$ cat src/rtl/sram_rd_pkg.sv
// sram_rd_pkg: FSM states, SRAM pin constants and default tile geometry for the SRAM tile reader
package sram_rd_pkg;
  typedef enum logic [1:0] {IDLE, ISSUE, DRAIN, DONE} state_e;
  localparam logic SRAM_ADV = 1'b0;
  localparam logic SRAM_WE_N = 1'b1;
  localparam logic [3:0] SRAM_BYTE_EN = 4'b0000;
  localparam int DEF_ROW_STRIDE = 96;
  localparam int DEF_TILE_W_WORDS = 16;
  localparam int DEF_TILE_H = 64;
endpackage

$ cat src/rtl/sram_rd_fifo.sv
// sram_rd_fifo: synchronous FIFO buffering {pixel word, last} between SRAM and the stream output
// ports: clk_100/rst (async, active-low); push/wdata write; pop/rdata read from head; count/full/empty status
module sram_rd_fifo #(
  parameter int W = 33,
  parameter int DEPTH = 8
) (
  input  logic                     clk_100,
  input  logic                     rst,
  input  logic                     push,
  input  logic [W-1:0]             wdata,
  input  logic                     pop,
  output logic [W-1:0]             rdata,
  output logic [$clog2(DEPTH):0]   count,
  output logic                     full,
  output logic                     empty
);
  localparam int AW = $clog2(DEPTH);
  logic [W-1:0] mem_q [DEPTH];
  logic [W-1:0] mem_d [DEPTH];
  logic [AW-1:0] wp_q, wp_d, rp_q, rp_d;
  logic [AW:0] cnt_q, cnt_d;
  logic do_push, do_pop;
  always_comb begin
    do_push = push && !full;
    do_pop = pop && !empty;
    mem_d = mem_q;
    if (do_push) mem_d[wp_q] = wdata;
    wp_d = wp_q + AW'(do_push);
    rp_d = rp_q + AW'(do_pop);
    cnt_d = cnt_q + (AW+1)'(do_push) - (AW+1)'(do_pop);
  end
  always_ff @(posedge clk_100) mem_q <= mem_d;
  always_ff @(posedge clk_100 or negedge rst)
    if (!rst) begin
      wp_q <= '0;
      rp_q <= '0;
      cnt_q <= '0;
    end else begin
      wp_q <= wp_d;
      rp_q <= rp_d;
      cnt_q <= cnt_d;
    end
  assign rdata = mem_q[rp_q];
  assign count = cnt_q;
  assign full = cnt_q == (AW+1)'(DEPTH);
  assign empty = cnt_q == '0;
endmodule

$ cat src/rtl/sram_tile_reader.sv
// sram_tile_reader: fetches one rectangular tile from synchronous SRAM and streams it row-major
// ports: clk_100/rst (async, active-low); start/base_addr request; busy/done status;
//        address_to_sram, chip_en, output_en, write_en_n, adv, byte_en, data_sram to SRAM;
//        out_data/out_valid/out_ready/out_last valid-ready pixel stream
module sram_tile_reader import sram_rd_pkg::*; #(
  parameter int ADDR_W = 18,
  parameter int ROW_STRIDE = DEF_ROW_STRIDE,
  parameter int TILE_W_WORDS = DEF_TILE_W_WORDS,
  parameter int TILE_H = DEF_TILE_H,
  parameter int RD_LAT = 2,
  parameter int FIFO_DEPTH = 8
) (
  input  logic              clk_100,
  input  logic              rst,
  input  logic              start,
  input  logic [ADDR_W-1:0] base_addr,
  output logic              busy,
  output logic              done,
  output logic [ADDR_W-1:0] address_to_sram,
  output logic              chip_en,
  output logic              output_en,
  output logic              write_en_n,
  output logic              adv,
  output logic [3:0]        byte_en,
  input  logic [31:0]       data_sram,
  output logic [31:0]       out_data,
  output logic              out_valid,
  input  logic              out_ready,
  output logic              out_last
);
  localparam int CW = $clog2(TILE_W_WORDS + 1);
  localparam int RW = $clog2(TILE_H + 1);
  localparam int FW = $clog2(FIFO_DEPTH) + 1;
  state_e state_q, state_d;
  logic [ADDR_W-1:0] row_base_q, row_base_d, addr_q, addr_d;
  logic [CW-1:0] col_q, col_d;
  logic [RW-1:0] row_q, row_d;
  logic [RD_LAT-1:0] sr_q, sr_d, lst_q, lst_d;
  logic [FW-1:0] fifo_cnt;
  logic [FW:0] credit;
  logic [32:0] fifo_rdata;
  logic fifo_full, fifo_empty, issue, end_col, end_tile, pop;
  sram_rd_fifo #(.W(33), .DEPTH(FIFO_DEPTH)) u_fifo (
    .clk_100 (clk_100),
    .rst     (rst),
    .push    (sr_q[RD_LAT-1]),
    .wdata   ({data_sram, lst_q[RD_LAT-1]}),
    .pop     (pop),
    .rdata   (fifo_rdata),
    .count   (fifo_cnt),
    .full    (fifo_full),
    .empty   (fifo_empty)
  );
  always_comb begin
    // reads already in flight hold a FIFO slot, so credit never lets the FIFO overflow
    credit = (FW+1)'(fifo_cnt) + (FW+1)'($countones(sr_q));
    issue = state_q == ISSUE && credit < (FW+1)'(FIFO_DEPTH) && !fifo_full;
    end_col = col_q == CW'(TILE_W_WORDS - 1);
    end_tile = end_col && row_q == RW'(TILE_H - 1);
    pop = out_valid && out_ready;
    state_d = state_q;
    row_base_d = row_base_q;
    col_d = col_q;
    row_d = row_q;
    addr_d = addr_q;
    sr_d = (sr_q << 1) | RD_LAT'(issue);
    lst_d = (lst_q << 1) | RD_LAT'(issue && end_tile);
    if (state_q == IDLE && start) begin
      state_d = ISSUE;
      row_base_d = base_addr;
      col_d = '0;
      row_d = '0;
    end
    if (issue) begin
      addr_d = row_base_q + ADDR_W'(col_q);
      col_d = end_col ? '0 : col_q + 1'b1;
      row_d = row_q + RW'(end_col);
      row_base_d = end_col ? row_base_q + ADDR_W'(ROW_STRIDE) : row_base_q;
      state_d = end_tile ? DRAIN : ISSUE;
    end
    // leave DRAIN on the edge that pops the final word so done follows the last handshake directly
    if (state_q == DRAIN && sr_q == '0 && (fifo_empty || (fifo_cnt == FW'(1) && pop))) state_d = DONE;
    if (state_q == DONE) state_d = IDLE;
  end
  always_ff @(posedge clk_100 or negedge rst)
    if (!rst) begin
      state_q <= IDLE;
      row_base_q <= '0;
      addr_q <= '0;
      col_q <= '0;
      row_q <= '0;
      sr_q <= '0;
      lst_q <= '0;
    end else begin
      state_q <= state_d;
      row_base_q <= row_base_d;
      addr_q <= addr_d;
      col_q <= col_d;
      row_q <= row_d;
      sr_q <= sr_d;
      lst_q <= lst_d;
    end
  assign busy = state_q == ISSUE || state_q == DRAIN;
  assign done = state_q == DONE;
  assign chip_en = !busy;
  assign output_en = !busy;
  assign write_en_n = SRAM_WE_N;
  assign adv = SRAM_ADV;
  assign byte_en = SRAM_BYTE_EN;
  assign address_to_sram = addr_q;
  assign out_valid = !fifo_empty;
  assign out_data = out_valid ? fifo_rdata[32:1] : '0;
  assign out_last = out_valid && fifo_rdata[0];
endmodule

$ cat config.mk
export PLATFORM = sky130hd
export DESIGN_NAME = sram_tile_reader
export DESIGN_NICKNAME = d
export VERILOG_FILES = /design/src/rtl/sram_rd_pkg.sv /design/src/rtl/sram_rd_fifo.sv /design/src/rtl/sram_tile_reader.sv
export SDC_FILE = /design/constraint.sdc
export NUM_CORES = 1
export LEC_CHECK = 0
export CORE_UTILIZATION = 58
export CTS_CLUSTER_SIZE = 14
export DETAILED_ROUTE_END_ITERATION = 12
export HOLD_SLACK_MARGIN = 0.08
export PLACE_DENSITY = 0.8
export SYNTH_ARGS = -nofsm -noshare
export SYNTH_HDL_FRONTEND = slang
export SYNTH_SLANG_ARGS = --single-unit
export TNS_END_PERCENT = 20
$ cat constraint.sdc
create_clock -name clk_100 -period 5 [get_ports clk_100]
set_input_delay 0.75 -clock clk_100 [delete_from_list [all_inputs] [get_ports clk_100]]
set_output_delay 0.75 -clock clk_100 [all_outputs]
set_load 0.05 [all_outputs]
==> images/class_map.png <==
(2 px per um)
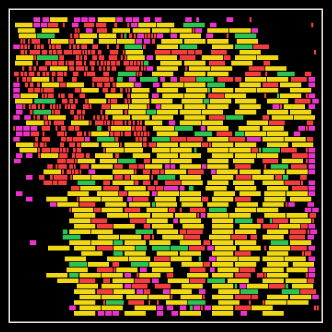
- remaining buffers and delay cells: magenta (cells 125; share of their area 7.7%)
- remaining logic cells: red (cells 447; share of their area 25%)
- clock drivers and dummy loads: green (cells 62; share of their area 7.3%)
- registers: yellow (cells 328; share of their area 60%)

==> images/layers.png <==
(2 px per um) Only two layers are drawn.
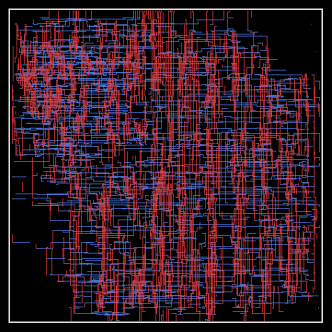
- M1: blue (wire length 11400 um)
- M2: red (wire length 14200 um)

==> impl_metrics.xml <==
<?xml version="1.0" encoding="UTF-8"?>
<metrics>
  <group name="status">
    <metric name="outcome" unit="">complete, no violations</metric>
  </group>
  <group name="critical_path">
    <metric name="crit_end" unit="">out_data[22]</metric>
    <metric name="ff2ff_setup_slack" unit="ns">2.08</metric>
    <metric name="cp_slowest_cell" unit="">sky130_fd_sc_hd__dfrtp_4</metric>
    <metric name="cp-start-kind" unit="">flip-flop</metric>
    <metric name="critical_path_buf_inv_count" unit="">2</metric>
    <metric name="slowest_delay" unit="ns">0.83</metric>
    <metric name="worst_setup_path_startpoint" unit="">u_fifo.rp_q[0]</metric>
    <metric name="end_kind" unit="">output pin</metric>
    <metric name="reg2reg_depth" unit="">9</metric>
    <metric name="path_delay_family" unit="">buffers and inverters</metric>
  </group>
  <group name="finish">
    <metric name="final_cell_area" unit="sq um">16400</metric>
    <metric name="dominant-cell-class" unit="">registers</metric>
    <metric name="combGateArea" unit="sq um">3920</metric>
    <metric name="largest_register" unit="">u_fifo.mem_q</metric>
    <metric name="number_of_clock_buffer_instances_in_the_layout" unit="">43</metric>
    <metric name="antenna-diode-count" unit="">0</metric>
    <metric name="logic_gates" unit="">415</metric>
    <metric name="final_layout_top_logic_cells" unit="">sky130_fd_sc_hd__edfxtp_1, sky130_fd_sc_hd__clkdlybuf4s50_1, sky130_fd_sc_hd__mux4_2, sky130_fd_sc_hd__dfrtp_1, sky130_fd_sc_hd__nor2_1</metric>
  </group>
  <group name="job">
    <metric name="max_cap_violations" unit="">0</metric>
  </group>
  <group name="synthesis">
    <metric name="synth.yosys.seq_area_share" unit="%">69.5</metric>
    <metric name="netlist.top_cell.by_area" unit="">sky130_fd_sc_hd__edfxtp_1</metric>
    <metric name="synth_largest_type_area_fraction" unit="%">57.8</metric>
    <metric name="synth.cells.most_frequent" unit="">sky130_fd_sc_hd__edfxtp_1, sky130_fd_sc_hd__mux4_2, sky130_fd_sc_hd__dfrtp_1, sky130_fd_sc_hd__nor2_1, sky130_fd_sc_hd__nand2_1</metric>
    <metric name="synth.distinct_cells" unit="">58</metric>
    <metric name="most_common_cell" unit="">sky130_fd_sc_hd__edfxtp_1</metric>
    <metric name="enable_flop_cells" unit="">264</metric>
    <metric name="yosys_cells" unit="">814</metric>
    <metric name="async_reset_ff_share" unit="%">19.5</metric>
    <metric name="synthesis.yosys.warnings" unit="">0</metric>
    <metric name="avgSynthCellArea" unit="sq um">16.8</metric>
    <metric name="post_synth_top_flop" unit="">sky130_fd_sc_hd__edfxtp_1</metric>
    <metric name="synthesis.instances" unit="">814</metric>
  </group>
  <group name="sta">
    <metric name="final_hold_viol_count" unit="">0</metric>
    <metric name="worstMarginPinSlew" unit="ns">1.17</metric>
    <metric name="worst_clock_skew" unit="ns">0.0184</metric>
    <metric name="drv_slew" unit="">0</metric>
    <metric name="setup_ws" unit="ns">0.987</metric>
    <metric name="timing.final.crit_period" unit="ns">4.01</metric>
    <metric name="timing.final.crit_share" unit="%">80.3</metric>
  </group>
  <group name="clock_tree">
    <metric name="cts_inserted_buffers" unit="">34</metric>
    <metric name="ctsHoldBuffers" unit="">0</metric>
    <metric name="postCtsSetupBuffers" unit="">0</metric>
    <metric name="cts_tree" unit="">yes</metric>
    <metric name="post_cts_resized" unit="">0</metric>
    <metric name="cts.sink_count" unit="">328</metric>
  </group>
  <group name="route">
    <metric name="routed-via-count" unit="">7532</metric>
    <metric name="route.antenna.remaining_nets" unit="">0</metric>
    <metric name="drt_drc_violations_left" unit="">0</metric>
    <metric name="wl" unit="um">27600</metric>
  </group>
  <group name="power_and_ir_drop">
    <metric name="seq-power" unit="W">0.00391</metric>
    <metric name="design_power_total" unit="W">0.0111</metric>
    <metric name="comb_cell_power" unit="W">0.00459</metric>
    <metric name="power_leakage" unit="nW">5.93</metric>
    <metric name="share_comb_of_total_power" unit="%">41.5</metric>
    <metric name="int_power" unit="W">0.00682</metric>
    <metric name="swShare" unit="%">38.4</metric>
  </group>
  <group name="die">
    <metric name="design.portCount" unit="">116</metric>
    <metric name="tap-cell-count" unit="">313</metric>
  </group>
  <group name="placement">
    <metric name="pre_cts_ws" unit="ns">1.47</metric>
    <metric name="routabilityCongestion" unit="">0.847</metric>
    <metric name="place_area" unit="sq um">15200</metric>
    <metric name="post-place-cells" unit="">1213</metric>
  </group>
  <group name="grt">
    <metric name="global_route_total_overflow" unit="">0</metric>
    <metric name="grt_first_pass_wirelength" unit="um">43200</metric>
    <metric name="number_of_global_route_vias_before_repair" unit="">7704</metric>
    <metric name="grt_start_max_net_pins" unit="">53</metric>
  </group>
</metrics>
==> images/placed.png <==
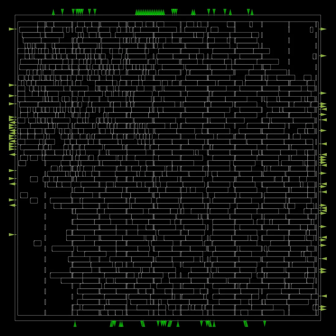
count of placed standard cells in the final layout, fillers left out: 1275
floorplan row count: 55
count of filler cells inserted in the layout: 1378
FF+latch count: 328
core area: 22900 sq um

per-layer routing:
metal | part of all wire, % | up-vias | GRT usage [%]
li1 | - | 3395 | -
met1 | 41 | 3848 | 32.3
met2 | 52 | 242 | 40.5
met3 | 5.3 | 47 | 4.11
met4 | 2.0 | 0 | 6.96
met5 | 0 | - | 0
cells by family (layout without fill, tap and decap cells):
family	Yosys count	count (layout)	share of synthesized area, %
simple gates	152	152	5.16
flops	328	328	69.5
xor+xnor	18	18	1.15
buf+inv	75	219	2.50
mux	106	106	13.9
compound gates	104	104	4.94
other cells	2	6	0.0548
fa+ha+maj	29	29	2.76
Power figures rest on the tool's default switching activity, not on a simulated workload.
